m1.png
Scale bar: 50 microns.
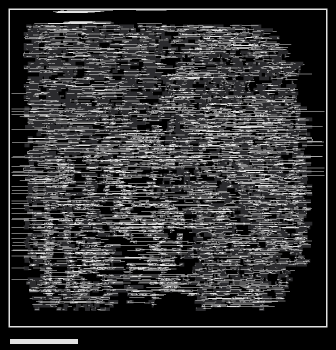
m2.png
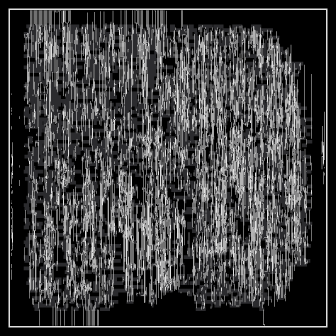
**config.mk**
```make
export PLATFORM = sky130hd
export DESIGN_NAME = conv2d_ofm_writer_flat
export DESIGN_NICKNAME = d
export VERILOG_FILES = /design/src/rtl/conv2d_ofm_writer_if.sv /design/src/rtl/conv2d_ofm_writer.sv /design/src/flat_wrapper.sv
export SDC_FILE = /design/constraint.sdc
export NUM_CORES = 1
export LEC_CHECK = 0
export CAP_MARGIN = 20
export CORE_MARGIN = 10
export CORE_UTILIZATION = 55
export DETAILED_ROUTE_END_ITERATION = 16
export HOLD_SLACK_MARGIN = 0.05
export PLACE_DENSITY_LB_ADDON = 0.12
export SLEW_MARGIN = 20
export SYNTH_ARGS = -nofsm -noshare
export SYNTH_HDL_FRONTEND = slang
export SYNTH_SLANG_ARGS = --single-unit
export TNS_END_PERCENT = 1
```
**constraint.sdc**
```tcl
create_clock -name clk -period 9.17 [get_ports clk]
set_input_delay 1.3755 -clock clk [delete_from_list [all_inputs] [get_ports clk]]
set_output_delay 1.3755 -clock clk [all_outputs]
set_load 0.01 [all_outputs]
```
**src/rtl/conv2d_ofm_writer_if.sv**
```systemverilog
// ----------------------------------------------------------------------------
// conv2d_ofm_writer_if
//   Bundles the control, compute-side and memory-side signals of the OFM
//   writer into one interface.
//
//   Control : start, idle, done, overflow, ofm_base, fm_dim
//   Compute : wdata, wdata_valid (no back-pressure path)
//   Memory  : mem_waddr, mem_wdata, mem_wvalid, mem_wready
//
//   Modports
//     slave  - the writer itself (drives idle/done/overflow/mem_*)
//     master - the surrounding system or testbench
// ----------------------------------------------------------------------------
interface conv2d_ofm_writer_if #(
    parameter int AWIDTH = 32,
    parameter int DWIDTH = 32
);
    logic              start;
    logic              idle;
    logic              done;
    logic [AWIDTH-1:0] ofm_base;
    logic [31:0]       fm_dim;
    logic [DWIDTH-1:0] wdata;
    logic              wdata_valid;
    logic [AWIDTH-1:0] mem_waddr;
    logic [DWIDTH-1:0] mem_wdata;
    logic              mem_wvalid;
    logic              mem_wready;
    logic              overflow;

    modport slave (
        input  start, ofm_base, fm_dim, wdata, wdata_valid, mem_wready,
        output idle, done, mem_waddr, mem_wdata, mem_wvalid, overflow
    );

    modport master (
        output start, ofm_base, fm_dim, wdata, wdata_valid, mem_wready,
        input  idle, done, mem_waddr, mem_wdata, mem_wvalid, overflow
    );
endinterface

```
**src/rtl/conv2d_ofm_writer.sv**
```systemverilog
// ----------------------------------------------------------------------------
// conv2d_ofm_writer
//   Streams output-feature-map words from the compute unit into data memory.
//   Words are buffered in a small FIFO and written to consecutive 32-bit
//   word addresses starting at ofm_base, fm_dim*fm_dim words per pass.
//
//   Ports
//     clk  - single clock, rising edge
//     rst  - synchronous active-high reset
//     bus  - conv2d_ofm_writer_if.slave (control, compute stream, memory
//            write channel; see the interface file)
//
//   Parameters
//     AWIDTH     - memory byte-address width
//     DWIDTH     - OFM word width
//     FIFO_DEPTH - buffer entries, power of two, >= 2
//
//   Build option
//     CONV2D_OFM_RELU_EN - when defined, negative head words are written as
//                          zero (ReLU on the memory side of the FIFO).
// ----------------------------------------------------------------------------
module conv2d_ofm_writer #(
    parameter int AWIDTH     = 32,
    parameter int DWIDTH     = 32,
    parameter int FIFO_DEPTH = 4
) (
    input  logic                 clk,
    input  logic                 rst,
    conv2d_ofm_writer_if.slave   bus
);

    localparam int PTR_W = $clog2(FIFO_DEPTH);

    typedef enum logic [1:0] {
        IDLE = 2'd0,
        RUN  = 2'd1,
        DONE = 2'd2
    } state_t;

    state_t            state_q;
    logic [31:0]       index_q;
    logic [31:0]       index_d;
    logic [AWIDTH-1:0] ofmBase_q;
    logic [31:0]       fmDim_q;
    logic              overflow_q;

    // Pointers carry one extra wrap bit so full and empty can be told apart.
    logic [PTR_W:0]    wrPtr_q;
    logic [PTR_W:0]    wrPtr_d;
    logic [PTR_W:0]    rdPtr_q;
    logic [PTR_W:0]    rdPtr_d;
    logic [DWIDTH-1:0] fifoMem_q [FIFO_DEPTH];

    logic              fifoEmpty;
    logic              fifoFull;
    logic              startAccept;
    logic              fire;
    logic              push;
    logic              drop;
    logic [31:0]       lastIdx;
    logic [31:0]       byteOffset;
    logic [DWIDTH-1:0] headWord;
    logic [DWIDTH-1:0] outWord;

    assign fifoEmpty = (wrPtr_q == rdPtr_q);
    assign fifoFull  = (wrPtr_q[PTR_W] != rdPtr_q[PTR_W]) &&
                       (wrPtr_q[PTR_W-1:0] == rdPtr_q[PTR_W-1:0]);

    assign startAccept = (state_q == IDLE) && bus.start;
    assign fire        = bus.mem_wvalid && bus.mem_wready;

    // A full FIFO can still take a word when the head leaves in the same cycle.
    assign push = (state_q != IDLE) && bus.wdata_valid && (!fifoFull || fire);
    assign drop = (state_q != IDLE) && bus.wdata_valid && fifoFull && !fire;

    // Index of the final word of the pass; only meaningful when fm_dim != 0.
    assign lastIdx    = fmDim_q * fmDim_q - 32'd1;
    assign byteOffset = {index_q[29:0], 2'b00};

    assign headWord = fifoMem_q[rdPtr_q[PTR_W-1:0]];

`ifdef CONV2D_OFM_RELU_EN
    assign outWord = headWord[DWIDTH-1] ? '0 : headWord;
`else
    assign outWord = headWord;
`endif

    // Memory-side outputs depend only on registered state, so address and
    // data stay put for as long as a request is stalled.
    assign bus.mem_wvalid = (state_q == RUN) && !fifoEmpty;
    assign bus.mem_wdata  = fifoEmpty ? '0 : outWord;
    assign bus.mem_waddr  = ofmBase_q + AWIDTH'(byteOffset);
    assign bus.idle       = (state_q == IDLE);
    assign bus.done       = (state_q == DONE);
    assign bus.overflow   = overflow_q;

    // Next pointer / index values.
    always_comb begin
        wrPtr_d = wrPtr_q;
        rdPtr_d = rdPtr_q;
        index_d = index_q;
        if (push) begin
            wrPtr_d = wrPtr_q + 1'b1;
        end
        if (fire) begin
            rdPtr_d = rdPtr_q + 1'b1;
        end
        if (startAccept) begin
            index_d = '0;
        end else if (fire) begin
            index_d = index_q + 32'd1;
        end
    end

    // Pass sequencing, captured pass parameters, FIFO pointers and the
    // sticky overflow flag.
    always_ff @(posedge clk) begin
        if (rst) begin
            state_q    <= IDLE;
            index_q    <= '0;
            ofmBase_q  <= '0;
            fmDim_q    <= '0;
            overflow_q <= 1'b0;
            wrPtr_q    <= '0;
            rdPtr_q    <= '0;
        end else begin
            wrPtr_q <= wrPtr_d;
            rdPtr_q <= rdPtr_d;
            index_q <= index_d;

            case (state_q)
                IDLE: begin
                    if (bus.start) begin
                        state_q   <= RUN;
                        ofmBase_q <= bus.ofm_base;
                        fmDim_q   <= bus.fm_dim;
                    end
                end
                RUN: begin
                    // A zero-sized map finishes immediately without writing.
                    if ((fmDim_q == 32'd0) || (fire && (index_q == lastIdx))) begin
                        state_q <= DONE;
                    end
                end
                DONE: begin
                    state_q <= IDLE;
                end
                default: begin
                    state_q <= IDLE;
                end
            endcase

            if (startAccept) begin
                overflow_q <= 1'b0;
            end else if (drop) begin
                overflow_q <= 1'b1;
            end
        end
    end

    // FIFO storage needs no reset: entries are only read when the FIFO
    // is non-empty.
    always_ff @(posedge clk) begin
        if (!rst && push) begin
            fifoMem_q[wrPtr_q[PTR_W-1:0]] <= bus.wdata;
        end
    end

endmodule

```
**src/flat_wrapper.sv**
```systemverilog
// flat-port wrapper written by rule: the top's interface ports become plain ports
module conv2d_ofm_writer_flat 
#(
    parameter int AWIDTH     = 32,
    parameter int DWIDTH     = 32,
    parameter int FIFO_DEPTH = 4
)
  (clk, rst, bus_start, bus_ofm_base, bus_fm_dim, bus_wdata, bus_wdata_valid, bus_mem_wready, bus_idle, bus_done, bus_mem_waddr, bus_mem_wdata, bus_mem_wvalid, bus_overflow);
  conv2d_ofm_writer_if #(.AWIDTH(AWIDTH), .DWIDTH(DWIDTH)) bus_i ();
  input  logic clk;
  input  logic rst;
  input wire logic [$bits(bus_i.start)-1:0] bus_start;
  input wire logic [$bits(bus_i.ofm_base)-1:0] bus_ofm_base;
  input wire logic [$bits(bus_i.fm_dim)-1:0] bus_fm_dim;
  input wire logic [$bits(bus_i.wdata)-1:0] bus_wdata;
  input wire logic [$bits(bus_i.wdata_valid)-1:0] bus_wdata_valid;
  input wire logic [$bits(bus_i.mem_wready)-1:0] bus_mem_wready;
  output wire logic [$bits(bus_i.idle)-1:0] bus_idle;
  output wire logic [$bits(bus_i.done)-1:0] bus_done;
  output wire logic [$bits(bus_i.mem_waddr)-1:0] bus_mem_waddr;
  output wire logic [$bits(bus_i.mem_wdata)-1:0] bus_mem_wdata;
  output wire logic [$bits(bus_i.mem_wvalid)-1:0] bus_mem_wvalid;
  output wire logic [$bits(bus_i.overflow)-1:0] bus_overflow;
  assign bus_i.start = bus_start;
  assign bus_i.ofm_base = bus_ofm_base;
  assign bus_i.fm_dim = bus_fm_dim;
  assign bus_i.wdata = bus_wdata;
  assign bus_i.wdata_valid = bus_wdata_valid;
  assign bus_i.mem_wready = bus_mem_wready;
  assign bus_idle = bus_i.idle;
  assign bus_done = bus_i.done;
  assign bus_mem_waddr = bus_i.mem_waddr;
  assign bus_mem_wdata = bus_i.mem_wdata;
  assign bus_mem_wvalid = bus_i.mem_wvalid;
  assign bus_overflow = bus_i.overflow;
  conv2d_ofm_writer #(.AWIDTH(AWIDTH), .DWIDTH(DWIDTH), .FIFO_DEPTH(FIFO_DEPTH)) u_core (.clk(clk), .rst(rst), .bus(bus_i));
endmodule
```
==> notes.md <==
The implementation run finished. The internal power of the cells totals 3.10 mW. Of all cell types, the one taking the most synthesized area is sky130_fd_sc_hd__fa_1. In the detailed route, the total length drawn on met3 is 4.56 mm. At the worst endpoint, the arrival time is 9300 ps. The dominant power group in this design is combinational logic. Once the clock tree was built, the setup fixing pass inserted 0 buffers. STA classifies the critical path startpoint as a flip-flop.

In this run, power in combinational logic comes to 3.24 mW. Detailed-placement wirelength estimate landed at 51.5 mm. The first global-routing pass estimated 105 mm of wire. Per STA, the endpoint of the critical path is u_core.state_q[0]$_SDFFE_PP0P_.

Sequential fraction of design power landed at 21.5%. After layout, the design draws a total of 5.59 mW. Logic gate share of total power landed at 58.0%. For this run, the chip area from Yosys synthesis comes to 24500 sq um. According to the floorplan report, the die width is 231 microns.

The run finished with clean final reports. Clock group share of total power landed at 20.5%. The clock network consumes a total of 1.14 mW.

The path with the worst hold slack has its endpoint at u_core.ofmBase_q[1]$_SDFFE_PP0P_.
Notes on m1.png above:
The layer holds 41% of the routed length. The longest straight run is 47.8 microns. The wires run mostly horizontal. 2904 nets have wire on it. The layer carries 26.3 mm of wire.
drt total wl: 64.2 mm
routed via count: 17100
global-route met1 utilization: 31.7%

Notes on m2.png above:
The wires run mostly vertical. The layer carries 31.7 mm of wire. The layer holds 49% of the routed length.
met2 GRT Util: 42.1%

sequential cells by signal (all words and copies together) (netlist names), named ones only:
register,flops
u_core.fmDim_q,32
u_core.index_q,32
u_core.wrPtr_q,3
u_core.ofmBase_q,32
u_core.rdPtr_q,3
u_core.bus.overflow,1
u_core.state_q,2
u_core.fifoMem_q,128
cells by family after synthesis:
family | count (synthesis) | synth area share (%)
fa+ha+maj | 532 | 39.4
mux | 45 | 3.50
compound gates | 278 | 7.89
simple gates | 579 | 12.1
buf+inv | 521 | 8.07
xor+xnor | 126 | 4.51
flops | 235 | 24.5
area by class of cell:
type	count	area [sq um]	share of cell area [%]
tap	592	741	2.68
multi-input combinational	1560	16500	59.7
timing repair buffer	194	1880	6.78
inverter	424	1590	5.75
sequential	235	5990	21.7
clock buffer	28	679	2.46
clock inverter	21	262	0.945
No activity file was given, so power comes from the tool's default toggle rates.
